--- config.mk ---
export PLATFORM = sky130hd
export DESIGN_NAME = pito_dmem_port_arbiter
export DESIGN_NICKNAME = d
export VERILOG_FILES = /design/src/rtl/pito_dmem_port_arbiter.sv
export SDC_FILE = /design/constraint.sdc
export NUM_CORES = 1
export LEC_CHECK = 0
export CAP_MARGIN = 20
export CORE_AREA = 2 2 85 87
export CTS_BUF_LIST = sky130_fd_sc_hd__clkbuf_4 sky130_fd_sc_hd__clkbuf_8
export CTS_CLUSTER_DIAMETER = 80
export DETAILED_ROUTE_END_ITERATION = 8
export DIE_AREA = 0 0 87 89
export DONT_BUFFER_PORTS = 1
export REMOVE_ABC_BUFFERS = 1
export SLEW_MARGIN = 25
export SYNTH_ARGS = -nofsm -noshare
export SYNTH_HDL_FRONTEND = slang
export SYNTH_SLANG_ARGS = --single-unit
export TNS_END_PERCENT = 20
--- constraint.sdc ---
create_clock -name clk -period 1.9 [get_ports clk]
set_clock_uncertainty 0.05 [all_clocks]
set_input_delay 0.57 -clock clk [delete_from_list [all_inputs] [get_ports clk]]
set_output_delay 0.57 -clock clk [all_outputs]
set_load 0.01 [all_outputs]
--- src/rtl/pito_dmem_port_arbiter.sv ---
// rtl/pito_dmem_port_arbiter.sv - round-robin arbiter with bounded burst lock for one data SRAM port
//
// Ports:
//   clk, rst_n          clock, asynchronous active-low reset
//   req_i/lock_i/we_i   per-requester request, burst lock, write enable
//   addr_i/wdata_i/be_i packed per-requester address, write data, byte enables (requester 0 in LSBs)
//   gnt_o               one-hot grant, same cycle as the accepted request
//   rvalid_o            one-hot read-data valid, one cycle after a read grant
//   rdata_o             shared read data, qualified by rvalid_o
//   mem_*               single SRAM port (latency 1 on reads)
module pito_dmem_port_arbiter #(
    parameter int DATA_WIDTH = 32,
    parameter int ADDR_WIDTH = 12,
    parameter int BE_WIDTH   = DATA_WIDTH / 8,
    parameter int NUM_REQ    = 2,
    parameter int MAX_BURST  = 8
) (
    input  logic                          clk,
    input  logic                          rst_n,
    input  logic [NUM_REQ-1:0]            req_i,
    input  logic [NUM_REQ-1:0]            lock_i,
    input  logic [NUM_REQ-1:0]            we_i,
    input  logic [NUM_REQ*ADDR_WIDTH-1:0] addr_i,
    input  logic [NUM_REQ*DATA_WIDTH-1:0] wdata_i,
    input  logic [NUM_REQ*BE_WIDTH-1:0]   be_i,
    output logic [NUM_REQ-1:0]            gnt_o,
    output logic [NUM_REQ-1:0]            rvalid_o,
    output logic [DATA_WIDTH-1:0]         rdata_o,
    output logic                          mem_req_o,
    output logic                          mem_we_o,
    output logic [ADDR_WIDTH-1:0]         mem_addr_o,
    output logic [DATA_WIDTH-1:0]         mem_wdata_o,
    output logic [BE_WIDTH-1:0]           mem_be_o,
    input  logic [DATA_WIDTH-1:0]         mem_rdata_i
);

    localparam int PTR_W = (NUM_REQ > 1) ? $clog2(NUM_REQ) : 1;
    localparam int CNT_W = $clog2(MAX_BURST + 1);
    // With a one-deep burst limit the very first locked grant already exhausts the budget.
    localparam bit ONE_DEEP = (MAX_BURST == 1);

    typedef enum logic {
        IDLE,
        LOCKED
    } state_t;

    state_t             state_q, state_d;
    logic [PTR_W-1:0]   rr_ptr_q, rr_ptr_d;
    logic [PTR_W-1:0]   owner_q, owner_d;
    logic [CNT_W-1:0]   burst_cnt_q, burst_cnt_d;
    logic [CNT_W-1:0]   cnt_inc;
    logic [PTR_W-1:0]   sel;
    logic               found;
    logic               locked_hit;
    logic               others_pending;
    logic [NUM_REQ-1:0] gnt;
    logic [NUM_REQ-1:0] rvalid_q;

    // (p + k) mod NUM_REQ; NUM_REQ need not be a power of two.
    function automatic logic [PTR_W-1:0] wrap_add(input logic [PTR_W-1:0] p, input int k);
        return PTR_W'((int'(p) + k) % NUM_REQ);
    endfunction

    // Grant selection: the lock owner keeps the port while it requests; otherwise
    // (including the cycle the owner drops its request) search from rr_ptr upward.
    always_comb begin
        sel        = '0;
        found      = 1'b0;
        locked_hit = (state_q == LOCKED) && req_i[owner_q];
        if (locked_hit) begin
            sel   = owner_q;
            found = 1'b1;
        end else begin
            for (int k = 0; k < NUM_REQ; k++) begin
                if (!found && req_i[wrap_add(rr_ptr_q, k)]) begin
                    sel   = wrap_add(rr_ptr_q, k);
                    found = 1'b1;
                end
            end
        end
        gnt = '0;
        gnt[sel] = found;
    end

    // Grants are suppressed while reset is held so the SRAM never sees a request.
    assign gnt_o     = gnt & {NUM_REQ{rst_n}};
    assign mem_req_o = |gnt_o;

    // With no grant, sel stays 0 and the data path follows requester 0.
    assign mem_we_o    = we_i[sel];
    assign mem_addr_o  = addr_i[int'(sel)*ADDR_WIDTH +: ADDR_WIDTH];
    assign mem_wdata_o = wdata_i[int'(sel)*DATA_WIDTH +: DATA_WIDTH];
    assign mem_be_o    = be_i[int'(sel)*BE_WIDTH +: BE_WIDTH];

    assign rdata_o  = mem_rdata_i;
    assign rvalid_o = rvalid_q;

    always_comb begin
        state_d        = state_q;
        rr_ptr_d       = rr_ptr_q;
        owner_d        = owner_q;
        burst_cnt_d    = burst_cnt_q;
        others_pending = |(req_i & ~(NUM_REQ'(1) << sel));
        cnt_inc        = (burst_cnt_q == CNT_W'(MAX_BURST)) ? burst_cnt_q : burst_cnt_q + CNT_W'(1);

        // Owner stopped requesting: this cycle is arbitrated as IDLE.
        if (state_q == LOCKED && !locked_hit) begin
            state_d     = IDLE;
            burst_cnt_d = '0;
        end

        if (found) begin
            if (locked_hit) begin
                burst_cnt_d = cnt_inc;
                // Release on unlock, or on an exhausted budget when someone else waits;
                // with nobody waiting the lock continues and the count saturates.
                if (!lock_i[sel] || (cnt_inc == CNT_W'(MAX_BURST) && others_pending)) begin
                    state_d     = IDLE;
                    burst_cnt_d = '0;
                    rr_ptr_d    = wrap_add(sel, 1);
                end
            end else if (lock_i[sel] && !(ONE_DEEP && others_pending)) begin
                state_d     = LOCKED;
                owner_d     = sel;
                burst_cnt_d = CNT_W'(1);
            end else begin
                rr_ptr_d = wrap_add(sel, 1);
            end
        end
    end

    always_ff @(posedge clk or negedge rst_n) begin
        if (!rst_n) begin
            state_q     <= IDLE;
            rr_ptr_q    <= '0;
            owner_q     <= '0;
            burst_cnt_q <= '0;
            rvalid_q    <= '0;
        end else begin
            state_q     <= state_d;
            rr_ptr_q    <= rr_ptr_d;
            owner_q     <= owner_d;
            burst_cnt_q <= burst_cnt_d;
            rvalid_q    <= gnt_o & ~we_i;
        end
    end

endmodule

run_1/class_map.png
(3 px per um)
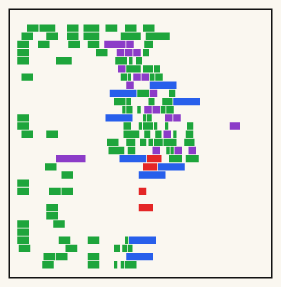
- purple: remaining buffers and delay cells (cells 20)
- green: remaining logic cells (cells 103)
- blue: sequential cells (cells 9)
- red: clock drivers and dummy loads (cells 4)
fraction of area in registers: 0.1471
core area: 6719 um2

run_1/m3.png
(4 px per um) Cells faint in the background.
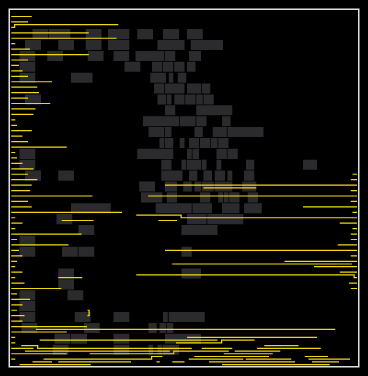
- share of all routed wire: 20%
- longest straight run: 74.5 um
DR vias: 1165
Total Routed Length: 6526 um
routing usage on met3: 0.1487

run_1/clock_wires.png
(6 px per um)
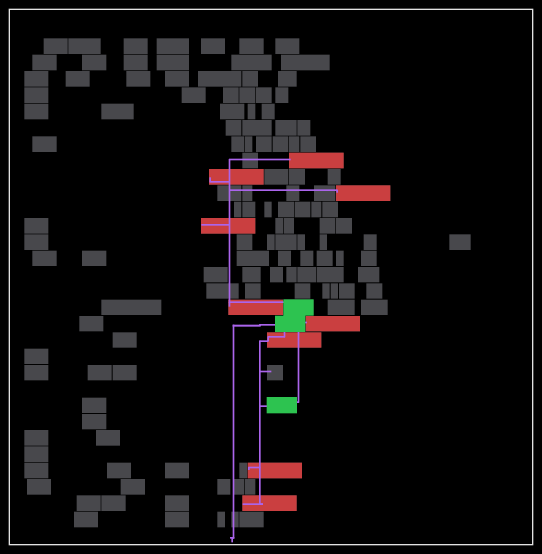
- green: clock-net drivers (count 3)
- red: flip-flops (count 9)
- purple: clock wires (length 192 um)
- routed clock nets: 4
latest clock arrival within the worst-skew pair: 230 ps
Clock group: 0.245 mW
clock power share: 0.173

==> metrics.yaml, run 1 <==
run_status:
  outcome: "finished, violations left"
  violations: "setup timing"
global_routing:
  grt_pass1_vias: 1175
  overflow: 0
  antenna_found_initial: 2
timing:
  final-hold-violation-count: 0
  rsz0062_at_grt: "true"
  finalSetupViolations: 54
  layout_setup_ws_ps: -380.4
  slew_viol_final: 0
  fmax_mhz: 438.5
  tightestPinTransition_ps: 486.6
  period_needed_ps: 2280
detailed_routing:
  drt_first_iter_violations: 80
  firstDrtPassIters: 4
  drc: 0
floorplan:
  fp_util: 0.2104
  die_w_um: 87
  fp.dieH_um: 89
min_path:
  hold_path.class: "input pin to flop"
  holdPathStages: 1
synth:
  ys_area_um2: 1414
  syn_avg_cell_area_um2: 9.489
  synth_area_um2: 1414
  xor_share: 0
  ys_types: 34
  ys_seq_share: 0.1593
  synthCells: 149
layout:
  instances_no_fill: 218
  regArea_um2: 225.2
  logic_area_um2: 952.2
  lay_top_count: "mux2_2"
place:
  dpl_cell_area_um2: 1381
  dp_hpwl_um: 5610
  place_congestion: 0.7439
job:
  tool_warnings: 28
  cap_violations: 0
clocking:
  htree_levels: 1
  cts.clk_slew.worst_paths_ps: 50
  numClockSinks: 9
  cts_root_buf: "clkbuf_8"
  cts_tree: "yes"
  numCtsBuffers: 3
power_and_ir_drop:
  p_seq_frac: 0.193
  irDropWorstVdd_v: 0.0002979
  switchingPower_mw: 0.5494
setup_path:
  setup.worst_path.end_class: "output port"
  crit_start: "state_q"
  reg2reg_to: "rr_ptr_q"
[run 1: power groups by stage]
stage,clock network [mW],registers [mW],logic (mW)
detailed placement,0,0.272,0.820
CTS,0.249,0.274,0.907
global placement,0,0.272,0.808
global route,0.262,0.283,0.971
finish,0.245,0.274,0.898
floorplan,0,0.280,0.550
[run 1: registers in the layout, indices dropped and copies added (netlist names)]
signal	count
rvalid_o	2
state_q	1
rr_ptr_q	1
owner_q	1
burst_cnt_q	4
[run 1: cells in the mapped netlist (2+ instances only)]
master    count  area, um2
a211oi_1      2      15.01
a21oi_1       2      10.01
buf_2         5      25.02
buf_4        32      240.2
dfrtp_1       9      225.2
ha_1          2      25.02
inv_1         4      15.01
mux2_2       50      563.0
mux2i_1       2      20.02
nand2_1       8      30.03
nand2b_1      2      12.51
nor2_1        5      18.77
nor2b_1       2      12.51
nor3_1        3      15.01
or3_1         2      12.51
[run 1: kinds of logic after synthesis]
logic type / Yosys count
AND-OR/OR-AND: 15
buffers and inverters: 41
AND/OR/NAND/NOR: 28
adder cells (fa/ha/maj): 2
flip-flops: 9
multiplexers: 54
[run 1: metal layers]
metal	global-route usage	part of all wire
met3	0.1487	0.20
met5	0.006494	0.0037
met1	0.1847	0.39
met4	0.02983	0.0058
met2	0.1964	0.39
[run 1: critical path, cell delays in order (launching register included)]
cell	delay (ps)
dfrtp_1	390
mux2i_2	180
a21boi_4	140
buf_4	140
buf_12	170
mux2_2	390
[run 1: timing repair]
item	CTS	global route
gates cloned	1	0
setup endpoints to repair	56	58
setup buffers	2	0
hold endpoints to repair	9	0
gates resized	12	0
hold buffers	1	0
pin swaps	5	0
[run 1: through the flow]
stage,TNS [ps],utilization,power [mW],hold slack [ps]
6_report,-18200,0.2279,1.417,358.5
5_1_grt,-23230,0.2272,1.517,351.7
4_1_cts,-18650,0.2272,1.429,355.7
3_5_place_dp,-7009,0.2056,1.092,225.0
3_3_place_gp,-6013,0.2056,1.079,225.0
2_1_floorplan,-40170,-,0.8307,224.4
[run 1: layout make-up]
cell class / instances / area share
antenna: 2 / 0.003268
sequential: 9 / 0.1471
multi-input combinational: 99 / 0.6217
tap: 80 / 0.06536
timing repair buffer: 20 / 0.1209
inverter: 4 / 0.009804
clock buffer: 4 / 0.03186
[run 1: worst min-delay path by stage]
| stage | slack, ps | to | start |
|---|---|---|---|
| global placement | 230 | burst_cnt_q[2] | rst_n |
| finish | 360 | rvalid_o[1] | we_i[1] |
| global route | 350 | rvalid_o[0] | we_i[0] |
| floorplan | 220 | burst_cnt_q[0] | rst_n |
| detailed placement | 230 | burst_cnt_q[2] | rst_n |
| CTS | 360 | rvalid_o[0] | we_i[0] |
==> run 1 -> run 2 <==
Settings changed: HOLD_SLACK_MARGIN from default to 0.1.
run_2/port_trees.png
(6 px per um)
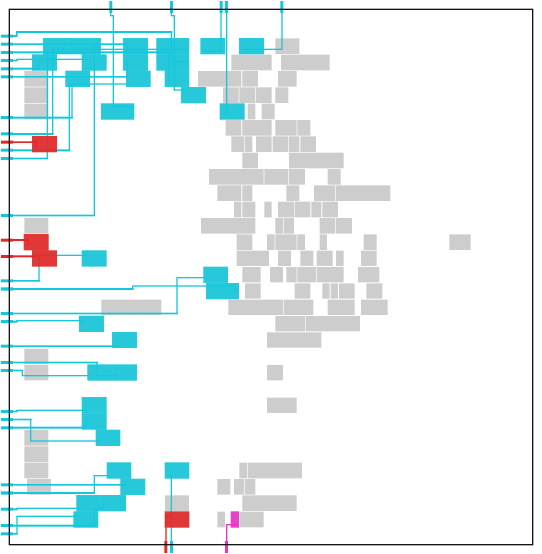
- red: `mem_be_o` (direction output; end cells 4; wire 16.9 um)
- magenta: `mem_req_o` (direction output; end cells 1; wire 4.50 um)
- cyan: `mem_wdata_o` (direction output; end cells 32; wire 650 um)
IO Pins: 222
IO buf count: 0

run_2/m3.png
(4 px per um) Cells faint in the background.
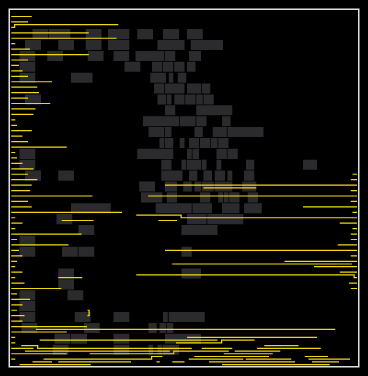
- main direction: horizontal
- wire length on this layer: 1330 um

run_2/class_map.png
(3 px per um)
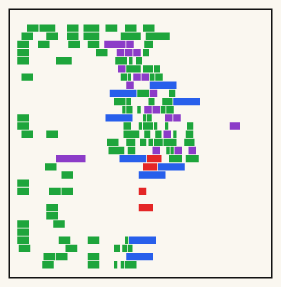
- green: remaining logic cells (cells 103)
- blue: sequential cells (cells 9)
- purple: remaining buffers and delay cells (cells 20)
- red: clock drivers and dummy loads (cells 4)
post-layout util: 0.2279
Core Rows: 30
post-route cell area: 1531 um2

==> run 2 against run 1 <==
Against the previous run:
- the flow still finishes with violations (setup timing)
- global-route usage stayed put
- combinational power hardly changed
- highest routed layer unchanged
- die area is the same
- clock power is essentially flat
==> metrics.yaml, run 2 <==
layout:
  instances_no_fill: 218  # unchanged
  largest-register: "burst_cnt_q"
  regArea_um2: 225.2  # unchanged
  largest_reg_flops: 4  # unchanged
  logic_area_um2: 952.2  # unchanged
detailed_routing:
  wl_met1_um: 2564  # unchanged
  dr_wl_met2_um: 2566  # unchanged
  drc: 0  # unchanged
  routed_wl_um: 6526  # unchanged
  met3_length_um: 1332  # unchanged
  drt_first_iter_violations: 80  # unchanged
  top_layer_used: "met5"
  vias: 1165  # unchanged
clocking:
  cts_root_buf: "clkbuf_8"
  numClockSinks: 9  # unchanged
  htree_levels: 1  # unchanged
  cts_tree: "yes"
  worstSkewPairLatency_ps: 230  # about the same
  cts.clk_slew.worst_paths_ps: 50  # about the same
  numCtsBuffers: 3  # unchanged
timing:
  period_needed_ps: 2280  # unchanged
  final-hold-violation-count: 0  # unchanged
  finalSetupTns_ps: -18200  # unchanged
  tightestPinTransition_ps: 486.6  # unchanged
  hold_ws_ps: 358.5  # unchanged
  finalSetupViolations: 54  # unchanged
  slew_viol_final: 0  # unchanged
  rsz0062_at_grt: "true"
  layout_setup_ws_ps: -380.4  # unchanged
synth:
  top_cells_by_count: "mux2_2, buf_4, dfrtp_1"
  synthCells: 149  # unchanged
  synth_area_um2: 1414  # unchanged
  yosys.area.top_type_share: 0.3982  # unchanged
  post-synth-top-count-cell: "mux2_2"
  ys_types: 34  # unchanged
  ys_top_cells_by_area: "mux2_2, buf_4, dfrtp_1"
  ys_area_um2: 1414  # unchanged
global_routing:
  grt_pass1_vias: 1175  # unchanged
  antenna_found_initial: 2  # unchanged
  overflow: 0  # unchanged
place:
  dp_hpwl_um: 5610  # unchanged
  dpl_cell_area_um2: 1381  # unchanged
job:
  cap_violations: 0  # unchanged
  tool_warnings: 28  # unchanged
power_and_ir_drop:
  p_total_mw: 1.417  # unchanged
setup_path:
  cp_slowest_cell: "dfrtp_1"
  crit_chain: "mux2i_2 > a21boi_4 > buf_4 > buf_12 > mux2_2"
  cp.buffers_inverters: 2  # unchanged
  path_delay_family: "multiplexers"
  slowest_delay_ps: 390  # about the same
  setup.worst_path.end_class: "output port"
min_path:
  hold_path.class: "input pin to flop"
floorplan:
  core-area_um2: 6719  # unchanged
  die_w_um: 87  # unchanged
  fp.dieH_um: 89  # unchanged
run_status:
  violations: "setup timing"
  outcome: "finished, violations left"
==> run 2: cell counts after synthesis <==
No cell type changed its count.
==> run 2: report_power, final <==
group          leakage, nW  total [mW]  internal [mW]  switching (mW)
Combinational        0.478       0.898          0.471           0.427
Clock               0.0262       0.245          0.161          0.0836
Sequential           0.116       0.274          0.235          0.0389
Total                0.620        1.42          0.867           0.549
==> run 2: final cells by class <==
type | count | share of cell area
sequential | 9 | 0.1471
tap | 80 | 0.06536
antenna | 2 | 0.003268
inverter | 4 | 0.009804
multi-input combinational | 99 | 0.6217
timing repair buffer | 20 | 0.1209
clock buffer | 4 | 0.03186
==> run 2: worst paths after layout <==
kind                                      from        endpoint  slack [ps]  cells past startpoint
worst max-delay path                   state_q  mem_wdata_o[7]        -380                      5
worst min-delay path                   we_i[1]     rvalid_o[1]         360                      1
worst max register to register         state_q        rr_ptr_q         -90                      7
worst min register to register  burst_cnt_q[3]  burst_cnt_q[3]         560                      1
max in group asynchronous                rst_n     rvalid_o[0]         780                      1
min in group asynchronous                rst_n  burst_cnt_q[2]         680                      1
==> run 2: kinds of logic after synthesis <==
kind of cell,share of synthesized area
mux,0.4301
simple gates,0.1009
buf+inv,0.1982
fa+ha+maj,0.01770
flops,0.1593
compound gates,0.09381
==> run 2: routing by layer <==
metal	up-vias	global-route usage
met5	-	0.006494
met4	4	0.02983
met3	6	0.1487
met2	145	0.1964
met1	528	0.1847
li1	482	-
==> run 2: repair_timing <==
action | CTS | global route
setup endpoints to repair | 56 | 58
pin swaps | 5 | 0
gates cloned | 1 | 0
setup buffers | 2 | 0
resized | 12 | 0
hold buffers | 1 | 0
endpoints found under the hold margin | 9 | 0
Power is estimated from default activity; no workload was simulated.
